M1 wires:
Bar = 200 µm.
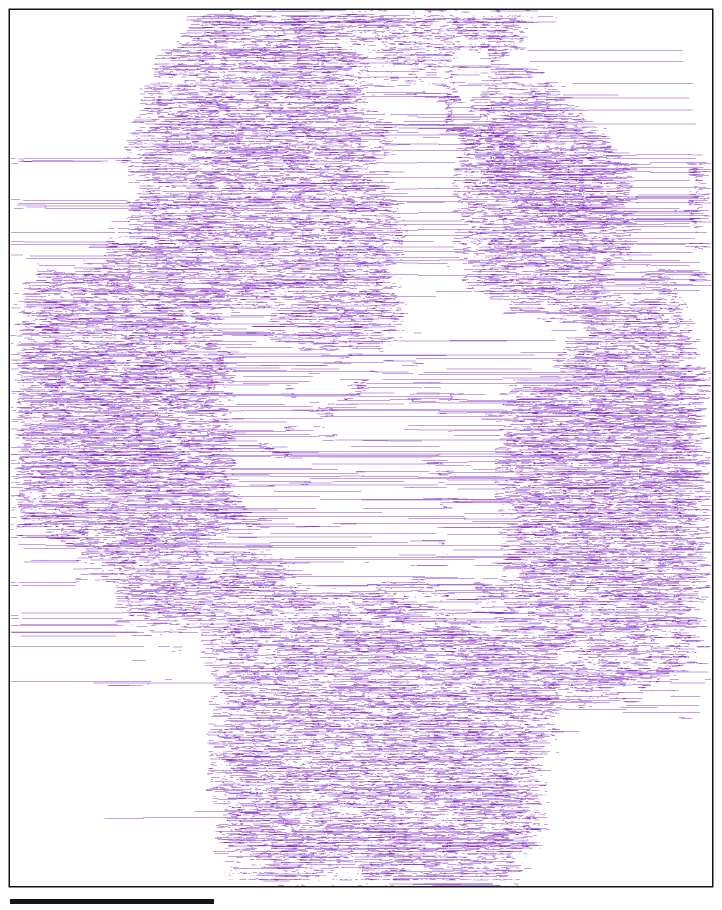
Met2 routing:
Bar = 200 µm.
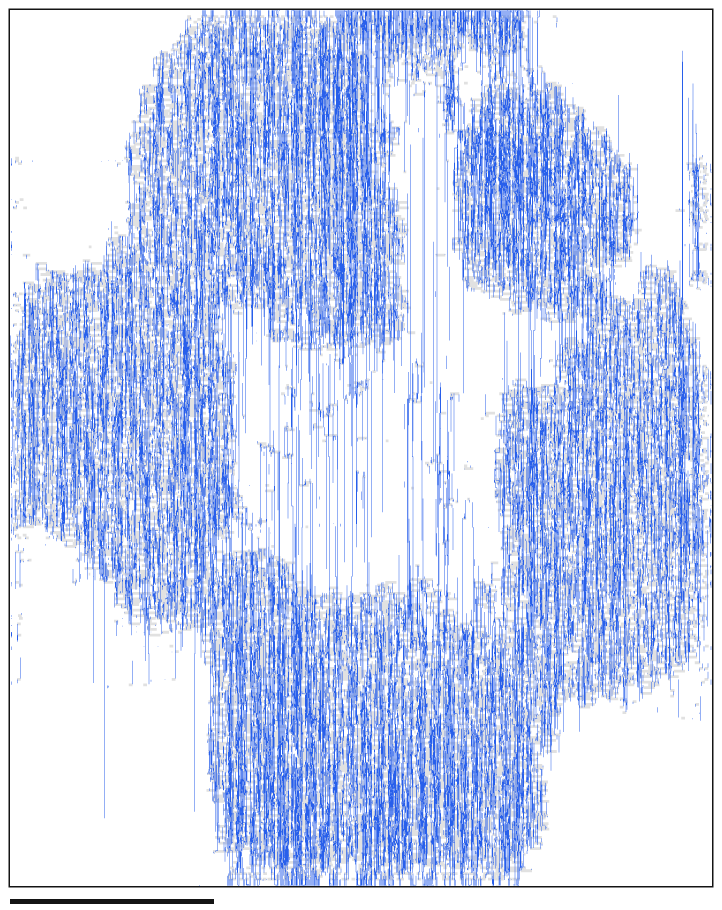
Met3 routing:
Bar = 200 µm.
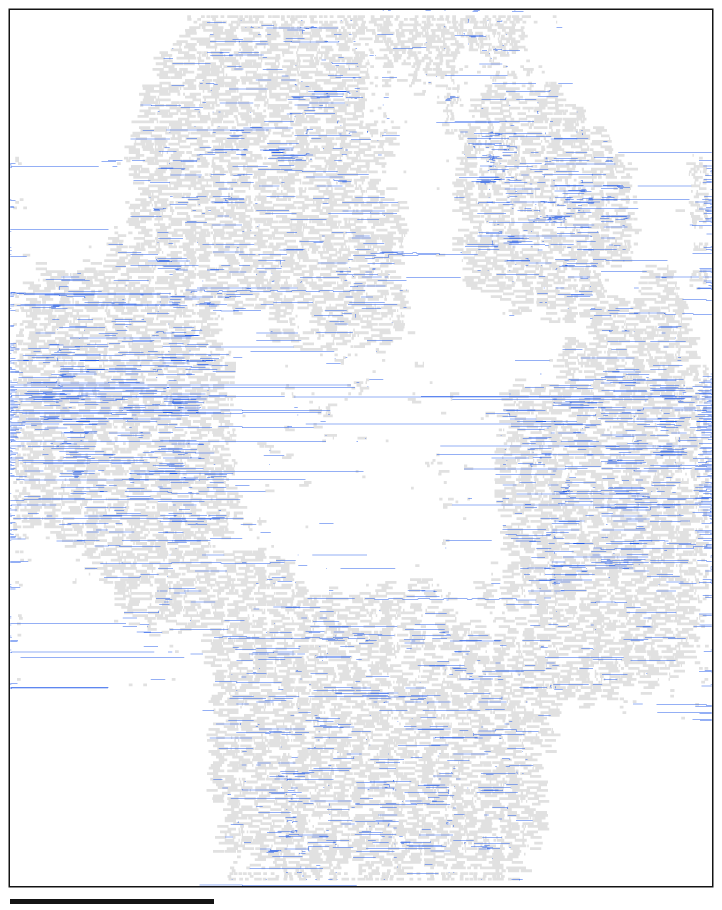
Met4 routing:
Bar = 200 µm.
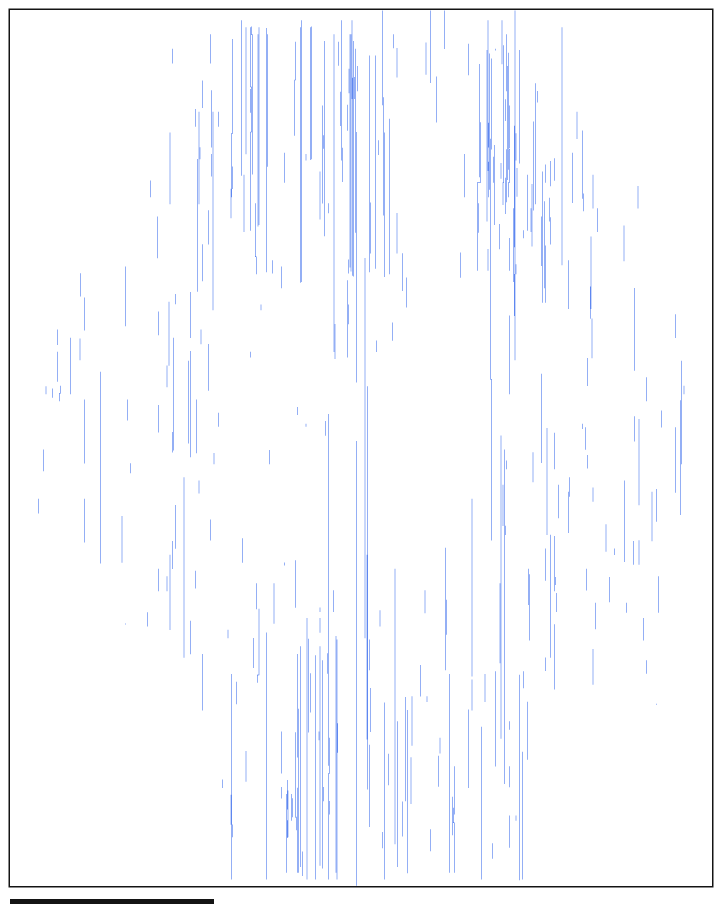
Routing congestion:
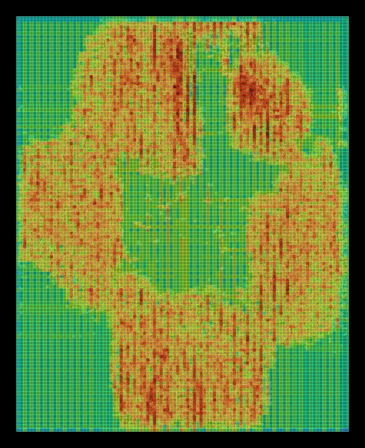
$ cat config.mk
export PLATFORM = sky130hd
export DESIGN_NAME = l1_icache_assoc
export DESIGN_NICKNAME = d
export VERILOG_FILES = /design/src/rtl/l1_icache_assoc.sv
export SDC_FILE = /design/constraint.sdc
export NUM_CORES = 2
export LEC_CHECK = 0
export CORE_ASPECT_RATIO = 1.25
export CORE_MARGIN = 3
export CORE_UTILIZATION = 32
export DETAILED_ROUTE_END_ITERATION = 10
export GPL_ROUTABILITY_DRIVEN = 0
export SYNTH_ARGS = -nofsm -noshare
export SYNTH_HDL_FRONTEND = slang
export SYNTH_MEMORY_MAX_BITS = 65536
export SYNTH_SLANG_ARGS = --single-unit
$ cat constraint.sdc
create_clock -name clk -period 35 [get_ports clk]
set_input_delay 5.25 -clock clk [delete_from_list [all_inputs] [get_ports clk]]
set_output_delay 5.25 -clock clk [all_outputs]
set_load 0.005 [all_outputs]
$ cat src/rtl/l1_icache_assoc.sv
// Set-associative, virtually indexed / physically tagged L1 instruction cache.
// Two-process FSM (IDLE/LOOKUP/MMU_WAIT/L2_WAIT/FLUSH) around per-set valid/tag/data
// storage with lowest-invalid-then-round-robin victim selection and a prefetch fill port.
module l1_icache_assoc #(
    parameter int NUM_SETS   = 8,
    parameter int NUM_WAYS   = 2,
    parameter int LINE_BYTES = 32,
    parameter int PAGE_BITS  = 12,
    parameter int TAG_W      = 32 - PAGE_BITS
) (
    input  logic                    clk,
    input  logic                    reset_n,
    input  logic [31:0]             addr,
    input  logic                    read_en,
    input  logic                    flush,
    output logic                    busy,
    output logic [31:0]             data_out,
    output logic                    resp_valid,
    output logic                    hit,
    output logic                    miss,
    output logic [31:0]             tlb_query_vaddr,
    output logic                    tlb_query_valid,
    input  logic [31:0]             tlb_paddr,
    input  logic                    tlb_hit,
    output logic [31:0]             mmu_addr,
    output logic                    mmu_request,
    input  logic [31:0]             mmu_paddr,
    input  logic                    mmu_done,
    output logic [31:0]             l2_addr,
    output logic                    l2_request,
    input  logic [LINE_BYTES*8-1:0] l2_data,
    input  logic                    l2_done,
    input  logic [31:0]             prefetch_addr,
    input  logic [LINE_BYTES*8-1:0] prefetch_data,
    input  logic                    prefetch_valid,
    output logic                    prefetch_dropped
);

    localparam int OFF_W  = $clog2(LINE_BYTES);
    localparam int IDX_W  = $clog2(NUM_SETS);
    localparam int WAY_W  = (NUM_WAYS > 1) ? $clog2(NUM_WAYS) : 1;
    localparam int WORD_W = OFF_W - 2;
    localparam int LINE_W = LINE_BYTES * 8;

    typedef enum logic [2:0] {
        IDLE,
        LOOKUP,
        MMU_WAIT,
        L2_WAIT,
        FLUSH
    } state_e;

    // Control and response registers
    state_e             state_q, state_d;
    logic [31:0]        addr_q, addr_d;
    logic [31:0]        mmu_addr_q, mmu_addr_d;
    logic               mmu_req_q, mmu_req_d;
    logic [31:0]        l2_addr_q, l2_addr_d;
    logic               l2_req_q, l2_req_d;
    logic [31:0]        data_out_q, data_out_d;
    logic               resp_valid_q, resp_valid_d;
    logic               hit_q, hit_d;
    logic               miss_q, miss_d;
    logic               pf_drop_q, pf_drop_d;
    logic               flush_pend_q, flush_pend_d;
    logic [IDX_W-1:0]   flush_idx_q, flush_idx_d;

    // Cache storage
    logic [NUM_WAYS-1:0] valid_q [NUM_SETS];
    logic [WAY_W-1:0]    ptr_q   [NUM_SETS];
    logic [TAG_W-1:0]    tag_q   [NUM_SETS][NUM_WAYS];
    logic [LINE_W-1:0]   data_q  [NUM_SETS][NUM_WAYS];

    // Request decode
    logic [IDX_W-1:0]  req_idx;
    logic [WORD_W-1:0] req_word;
    logic [TAG_W-1:0]  tlb_tag;
    logic [IDX_W-1:0]  pf_idx;
    logic [TAG_W-1:0]  pf_tag;

    assign req_idx  = addr_q[OFF_W +: IDX_W];
    assign req_word = addr_q[2 +: WORD_W];
    assign tlb_tag  = tlb_paddr[PAGE_BITS +: TAG_W];
    assign pf_idx   = prefetch_addr[OFF_W +: IDX_W];
    assign pf_tag   = prefetch_addr[PAGE_BITS +: TAG_W];

    // Lowest invalid way wins; a full set falls back to its round-robin pointer
    function automatic logic [WAY_W-1:0] pickVictim(input logic [NUM_WAYS-1:0] vld,
                                                    input logic [WAY_W-1:0]    ptr);
        logic [WAY_W-1:0] v;
        logic             found;
        v     = ptr;
        found = 1'b0;
        for (int w = 0; w < NUM_WAYS; w++) begin
            if (!found && !vld[w]) begin
                v     = WAY_W'(w);
                found = 1'b1;
            end
        end
        return v;
    endfunction

    function automatic logic [WAY_W-1:0] nextPtr(input logic [WAY_W-1:0] ptr);
        return (ptr == WAY_W'(NUM_WAYS - 1)) ? '0 : ptr + WAY_W'(1);
    endfunction

    // Tag compare for the demand lookup against the translated physical tag
    logic              lk_hit;
    logic [WAY_W-1:0]  lk_way;
    logic [LINE_W-1:0] lk_line;
    logic [31:0]       lk_word;
    logic [31:0]       fill_word;

    always_comb begin
        lk_hit = 1'b0;
        lk_way = '0;
        for (int w = 0; w < NUM_WAYS; w++) begin
            if (!lk_hit && valid_q[req_idx][w] && (tag_q[req_idx][w] == tlb_tag)) begin
                lk_hit = 1'b1;
                lk_way = WAY_W'(w);
            end
        end
        lk_line = data_q[req_idx][lk_way];
    end

    assign lk_word   = lk_line[{req_word, 5'b0} +: 32];
    assign fill_word = l2_data[{req_word, 5'b0} +: 32];

    // Prefetch dedup: is the offered tag already resident in its set
    logic pf_present;

    always_comb begin
        pf_present = 1'b0;
        for (int w = 0; w < NUM_WAYS; w++) begin
            if (valid_q[pf_idx][w] && (tag_q[pf_idx][w] == pf_tag)) begin
                pf_present = 1'b1;
            end
        end
    end

    // Single write port: demand fill has priority, prefetch only when nothing else touches storage
    logic              fill_demand;
    logic              pf_write;
    logic              wr_en;
    logic [IDX_W-1:0]  wr_set;
    logic [WAY_W-1:0]  wr_way;
    logic [TAG_W-1:0]  wr_tag;
    logic [LINE_W-1:0] wr_data;

    assign fill_demand = (state_q == L2_WAIT) && l2_done;
    assign pf_write    = prefetch_valid && !pf_present && !fill_demand && (state_q != FLUSH);
    assign pf_drop_d   = prefetch_valid && !pf_write;

    always_comb begin
        wr_en   = 1'b0;
        wr_set  = req_idx;
        wr_way  = pickVictim(valid_q[req_idx], ptr_q[req_idx]);
        wr_tag  = l2_addr_q[PAGE_BITS +: TAG_W];
        wr_data = l2_data;
        if (fill_demand) begin
            wr_en = 1'b1;
        end else if (pf_write) begin
            wr_en   = 1'b1;
            wr_set  = pf_idx;
            wr_way  = pickVictim(valid_q[pf_idx], ptr_q[pf_idx]);
            wr_tag  = pf_tag;
            wr_data = prefetch_data;
        end
    end

    // Next-state and request/response logic
    always_comb begin
        state_d      = state_q;
        addr_d       = addr_q;
        mmu_addr_d   = mmu_addr_q;
        mmu_req_d    = mmu_req_q;
        l2_addr_d    = l2_addr_q;
        l2_req_d     = l2_req_q;
        data_out_d   = data_out_q;
        resp_valid_d = 1'b0;
        hit_d        = 1'b0;
        miss_d       = 1'b0;
        flush_idx_d  = flush_idx_q;
        // A flush arriving mid-flush is redundant since nothing can be filled during FLUSH
        flush_pend_d = flush_pend_q || (flush && (state_q != IDLE) && (state_q != FLUSH));

        case (state_q)
            IDLE: begin
                if (flush_pend_q || flush) begin
                    state_d      = FLUSH;
                    flush_pend_d = 1'b0;
                    flush_idx_d  = '0;
                end else if (read_en) begin
                    addr_d  = addr;
                    state_d = LOOKUP;
                end
            end
            LOOKUP: begin
                if (tlb_hit && lk_hit) begin
                    data_out_d   = lk_word;
                    resp_valid_d = 1'b1;
                    hit_d        = 1'b1;
                    state_d      = IDLE;
                end else if (tlb_hit) begin
                    miss_d    = 1'b1;
                    l2_addr_d = {tlb_paddr[31:OFF_W], {OFF_W{1'b0}}};
                    l2_req_d  = 1'b1;
                    state_d   = L2_WAIT;
                end else begin
                    miss_d     = 1'b1;
                    mmu_addr_d = addr_q;
                    mmu_req_d  = 1'b1;
                    state_d    = MMU_WAIT;
                end
            end
            MMU_WAIT: begin
                if (mmu_done) begin
                    mmu_req_d = 1'b0;
                    l2_addr_d = {mmu_paddr[31:OFF_W], {OFF_W{1'b0}}};
                    l2_req_d  = 1'b1;
                    state_d   = L2_WAIT;
                end
            end
            L2_WAIT: begin
                if (l2_done) begin
                    l2_req_d     = 1'b0;
                    data_out_d   = fill_word;
                    resp_valid_d = 1'b1;
                    state_d      = IDLE;
                end
            end
            FLUSH: begin
                flush_idx_d = flush_idx_q + IDX_W'(1);
                if (flush_idx_q == IDX_W'(NUM_SETS - 1)) begin
                    state_d = IDLE;
                end
            end
            default: state_d = IDLE;
        endcase
    end

    // State and output registers; reset forces every output low
    always_ff @(posedge clk or negedge reset_n) begin
        if (!reset_n) begin
            state_q      <= IDLE;
            addr_q       <= '0;
            mmu_addr_q   <= '0;
            mmu_req_q    <= 1'b0;
            l2_addr_q    <= '0;
            l2_req_q     <= 1'b0;
            data_out_q   <= '0;
            resp_valid_q <= 1'b0;
            hit_q        <= 1'b0;
            miss_q       <= 1'b0;
            pf_drop_q    <= 1'b0;
            flush_pend_q <= 1'b0;
            flush_idx_q  <= '0;
        end else begin
            state_q      <= state_d;
            addr_q       <= addr_d;
            mmu_addr_q   <= mmu_addr_d;
            mmu_req_q    <= mmu_req_d;
            l2_addr_q    <= l2_addr_d;
            l2_req_q     <= l2_req_d;
            data_out_q   <= data_out_d;
            resp_valid_q <= resp_valid_d;
            hit_q        <= hit_d;
            miss_q       <= miss_d;
            pf_drop_q    <= pf_drop_d;
            flush_pend_q <= flush_pend_d;
            flush_idx_q  <= flush_idx_d;
        end
    end

    // Valid bits and victim pointers: flush clears one set per cycle, fills set valid and advance the pointer
    always_ff @(posedge clk or negedge reset_n) begin
        if (!reset_n) begin
            for (int s = 0; s < NUM_SETS; s++) begin
                valid_q[s] <= '0;
                ptr_q[s]   <= '0;
            end
        end else if (state_q == FLUSH) begin
            valid_q[flush_idx_q] <= '0;
            ptr_q[flush_idx_q]   <= '0;
        end else if (wr_en) begin
            valid_q[wr_set][wr_way] <= 1'b1;
            ptr_q[wr_set]           <= nextPtr(ptr_q[wr_set]);
        end
    end

    // Tag and line arrays need no reset because valid bits gate every use
    always_ff @(posedge clk) begin
        if (wr_en) begin
            tag_q[wr_set][wr_way]  <= wr_tag;
            data_q[wr_set][wr_way] <= wr_data;
        end
    end

    assign busy             = (state_q != IDLE);
    assign tlb_query_valid  = (state_q == LOOKUP);
    assign tlb_query_vaddr  = addr_q;
    assign mmu_addr         = mmu_addr_q;
    assign mmu_request      = mmu_req_q;
    assign l2_addr          = l2_addr_q;
    assign l2_request       = l2_req_q;
    assign data_out         = data_out_q;
    assign resp_valid       = resp_valid_q;
    assign hit              = hit_q;
    assign miss             = miss_q;
    assign prefetch_dropped = pf_drop_q;

    // Offset bits of translated addresses and untagged prefetch bits carry no information here
    logic unused_bits;
    assign unused_bits = ^{tlb_paddr[OFF_W-1:0], mmu_paddr[OFF_W-1:0], prefetch_addr};

endmodule

==> flow.log <==
[report] implementation figures
INFO  metric critical_path.startpoint_type = input port
INFO  metric period_needed = 14.20 ns
INFO  metric synth_chip_area = 0.186 mm²
INFO  metric h-tree-depth = 5
INFO  metric die_h = 859 µm
INFO  metric grt_first_pass_wirelength = 818000 µm
INFO  metric run_status = complete, no violations
INFO  metric critical_path_arrival = 14.85 ns
INFO  metric rsz0062_at_grt = false
INFO  metric hold_path_class = flip-flop to flip-flop
INFO  metric final_cell_mix = sky130_fd_sc_hd__edfxtp_1, sky130_fd_sc_hd__mux4_2, sky130_fd_sc_hd__clkdlybuf4s50_1, sky130_fd_sc_hd__nor2_1, sky130_fd_sc_hd__nand2_1
INFO  metric internal-power = 0.0112 W
INFO  metric yosys_warnings = 0
INFO  metric leakagePower = 69.6 nW
INFO  metric cts.reportedPaths.clkPinSlew = 0.07 ns
INFO  metric combinational_power_share = 29.3%
INFO  metric openroad.warnings = 60
INFO  metric clock_buffer_count_from_cts = 450
INFO  metric tritoncts = yes
INFO  metric num-fill-cells = 52500
INFO  metric final_min_period_over_clock_period = 40.6%
INFO  metric pre_cts_ws = 19.82 ns
INFO  metric power.share.switching = 31.4%
INFO  metric fp_util = 32.2%
INFO  metric worst_path_largest_cell_delay = 0.93 ns
INFO  metric synth.top_cells.by_area = sky130_fd_sc_hd__edfxtp_1, sky130_fd_sc_hd__mux4_2, sky130_fd_sc_hd__mux2_2
INFO  metric max_clock_freq = 70.4 MHz
INFO  metric critical_path.endpoint_type = flip-flop
INFO  metric grt-ovfl-total = 0
INFO  metric p_switching = 0.00514 W
INFO  metric cp.required = 35.65 ns
INFO  metric post-cts-setup-buffers = 0
INFO  metric yosysCellCount = 9493
INFO  metric timing_max_transition_violations_final = 0
INFO  metric critPathMostFrequentCell = sky130_fd_sc_hd__buf_4
INFO  metric grt_pass1_vias = 101000
INFO  metric synth-edff-count = 4416
INFO  metric numSynthFlops = 4576
INFO  metric syn-instance-count = 9493
INFO  metric crit_type = input port to flip-flop
INFO  metric worstPathMaxFanout = 45
INFO  metric netlist.top_cell.by_area = sky130_fd_sc_hd__edfxtp_1
INFO  metric io-pin-count = 784
INFO  metric antenna_violating_nets_post_route = 0
INFO  metric post_synth_num_cell_types = 68
INFO  metric first_iter_violations = 10700
INFO  metric postCtsHoldBufs = 0
INFO  metric post_drt_wl_per_cell = 32.2 µm
INFO  metric remaining_drc_errors = 0
INFO  metric setup_total_negative_slack = 0 ns
INFO  metric chip_area = 0.592 mm²
INFO  metric tritoncts_num_sinks = 4576
INFO  metric hpwl = 358000 µm
INFO  metric initial_antenna_violation_count = 59
INFO  metric core_area = 0.579 mm²
INFO  metric irDropWorstVdd = 0.0623 mV
INFO  metric timing.max_cap.violations = 0
INFO  metric rows = 312
INFO  metric layoutNonFillerInstCount = 18400
INFO  metric cts-resized-gates = 0
INFO  metric avgViaCountPerCell = 5.42
INFO  metric max-slew-margin-rel = 19.3%
INFO  metric area.growth.synth_to_final = 17.1%
INFO  metric powerDensity = 74.8 mW/mm²
INFO  metric post_synthesis_cell_area = 0.186 mm²
INFO  metric async_flop_share = 3.50%
INFO  metric p_clk_share = 29.8%
INFO  metric die.size.x = 689 µm
INFO  metric syn-mean-instance-area = 19.6 µm²
INFO  metric drive_gt1_share = 24.0%
INFO  metric layout.cells.most_common = sky130_fd_sc_hd__edfxtp_1
INFO  metric pin_count_of_the_biggest_net_entering_global_routing = 135
INFO  metric setup_viol = 0
INFO  metric clk_path_buf_depth = 4
INFO  metric cp_cell_sequence = clkdlybuf4s50_1 -> buf_4 -> inv_2 -> buf_4 -> mux2i_1 -> xnor2_1 -> nor4_1 -> nand2_1 -> o31ai_2 -> nor2_4 -> a311oi_1 -> a31oi_2 -> buf_4 -> nor2_4 -> buf_4 -> buf_4 -> buf_4 -> buf_4
INFO  metric dp.cells = 17600
INFO  metric drt-pass1-iter-count = 6
INFO  metric power.sequential.fraction = 40.9%
INFO  metric ys_seq_share = 73.3%
INFO  metric cts-root-buf = sky130_fd_sc_hd__clkbuf_16
INFO  metric placement.io_buffers = 759
INFO  metric timing.clock.skew = 0.133 ns
INFO  metric hold-worst-slack = 0.502 ns
INFO  metric cpMaxStageDelayCell = sky130_fd_sc_hd__nor4_1
INFO  metric top_cell_area_share = 71.2%
INFO  metric final_stage_net_count = 11000
INFO  metric max_slew.worst_pin.slew = 1.21 ns
INFO  metric dominant_flop_cell = sky130_fd_sc_hd__edfxtp_1
INFO  metric timing.final.ws_setup = 20.80 ns
INFO  metric clock_latency = 1.08 ns
INFO  metric timing_hold_violations_final = 0
Notes on 'M1 wires' above:
The layer carries 236 mm of wire. The longest straight run is 269 µm. 10396 nets have wire on it. The layer holds 40% of the routed length.
total number of vias: 99800
routing usage on met1: 25.5%
drt total wl: 594000 µm

Notes on 'met2 routing' above:
The wires run mostly vertical. The longest straight run is 334 µm. The layer holds 49% of the routed length. 9783 nets have wire on it. The layer carries 293 mm of wire.
met2 routing resource usage after global routing: 32.8%

Notes on 'met3 routing' above:
The longest straight run is 375 µm. The layer carries 40.8 mm of wire.
GRT met3 Usage: 3.36%

Notes on 'met4 routing' above:
The layer holds 4.1% of the routed length. The longest straight run is 436 µm.

Notes on 'routing congestion' above:
global-route usage over all layers: 19.6%
fin util: 37.7%
busiest metal layer after global routing: met2

-- Yosys cell counts, drive strengths merged, types with 27 or more instances --
| master | number |
|---|---|
| o21a | 30 |
| buf | 267 |
| nand3 | 27 |
| nand2 | 487 |
| o21ai | 128 |
| a31oi | 357 |
| mux2 | 438 |
| mux4 | 1162 |
| nor4bb | 47 |
| o31ai | 43 |
| nor2 | 738 |
| clkbuf | 368 |
| edfxtp | 4416 |
| dfrtp | 160 |
| and4b | 46 |
| a21oi | 51 |
| xnor2 | 54 |
| mux2i | 319 |
| a311o | 64 |
| a41oi | 32 |
-- layout make-up --
| cell class | count | area (µm²) | share of cell area, % |
|---|---|---|---|
| sequential | 4576 | 137000 | 62.6 |
| antenna | 28 | 70.1 | 0.0321 |
| clock inverter | 285 | 2960 | 1.36 |
| multi-input combinational | 4276 | 47300 | 21.7 |
| tap | 7693 | 9630 | 4.41 |
| clock buffer | 554 | 11800 | 5.39 |
| inverter | 10 | 45.0 | 0.0206 |
| timing repair buffer | 1011 | 9870 | 4.52 |
-- through the flow --
| stage | instance area, µm² | power (W) |
|---|---|---|
| global route | 218000 | 0.0170 |
| floorplan | 186000 | 0.00987 |
| finish | 218000 | 0.0163 |
| global placement | 203000 | 0.0116 |
| CTS | 218000 | 0.0165 |
| detailed placement | 203000 | 0.0117 |
-- metal layers --
layer  routed length (µm)  vias to the layer above  share of wire [%]
met4                24400                       22                4.1
met5                  146                        -              0.025
met2               293000                     3914                 49
met3                40800                      833                6.9
met1               236000                    54300                 40
li1                     -                    40800                  -
-- sequential cells by signal, summed over array words and instances (netlist names), 8 cells and up --
signal	cells
data_out	32
data_q	4096
l2_addr	27
mmu_addr	32
ptr_q	8
tag_q	320
tlb_query_vaddr	32
valid_q	16
-- worst max-delay path: cells and delay by family --
family,cells,cell delay [ns]
and+or+nand+nor,4,2.17
xor gates and xnor gates,1,0.09
buffers and inverters,9,5.33
muxes,1,0.27
AOI/OAI and AO/OA,3,1.40
-- power by group through the flow --
stage	sequential, W	combinational [W]	clock, W
floorplan	0.00680	0.00307	0
global placement	0.00678	0.00486	0
detailed placement	0.00679	0.00488	0
CTS	0.00668	0.00489	0.00497
global route	0.00670	0.00512	0.00516
finish	0.00667	0.00478	0.00487
-- cell families after synthesis --
family | share of synthesized area (%)
flip-flops | 73.3
AND/OR/NAND/NOR | 3.42
XOR/XNOR | 0.343
multiplexers | 18.4
buffers and inverters | 1.50
other | 0.00201
adder cells (fa/ha/maj) | 0.0134
AND-OR/OR-AND | 3.01
-- final timing paths --
kind / startpoint / to / slack [ns] / cells past startpoint
max in group asynchronous: reset_n / tlb_query_vaddr[5]$_DFFE_PN0P_ / 29.23 / 2
hold reg to reg: flush_pend_q$_DFF_PN0_ / state_q[2]$_DFFE_PN0P_ / 0.50 / 2
hold / removal: flush_pend_q$_DFF_PN0_ / state_q[2]$_DFFE_PN0P_ / 0.50 / 2
min in group asynchronous: reset_n / mmu_addr[6]$_DFFE_PN0P_ / 4.13 / 1
setup reg to reg: tlb_query_vaddr[7]$_DFFE_PN0P_ / data_out[31]$_DFFE_PN0P_ / 25.60 / 17
setup / recovery: prefetch_addr[7] / data_q[3][45]$_DFFE_PP_ / 20.80 / 18
Power and IR drop assume default switching activity.
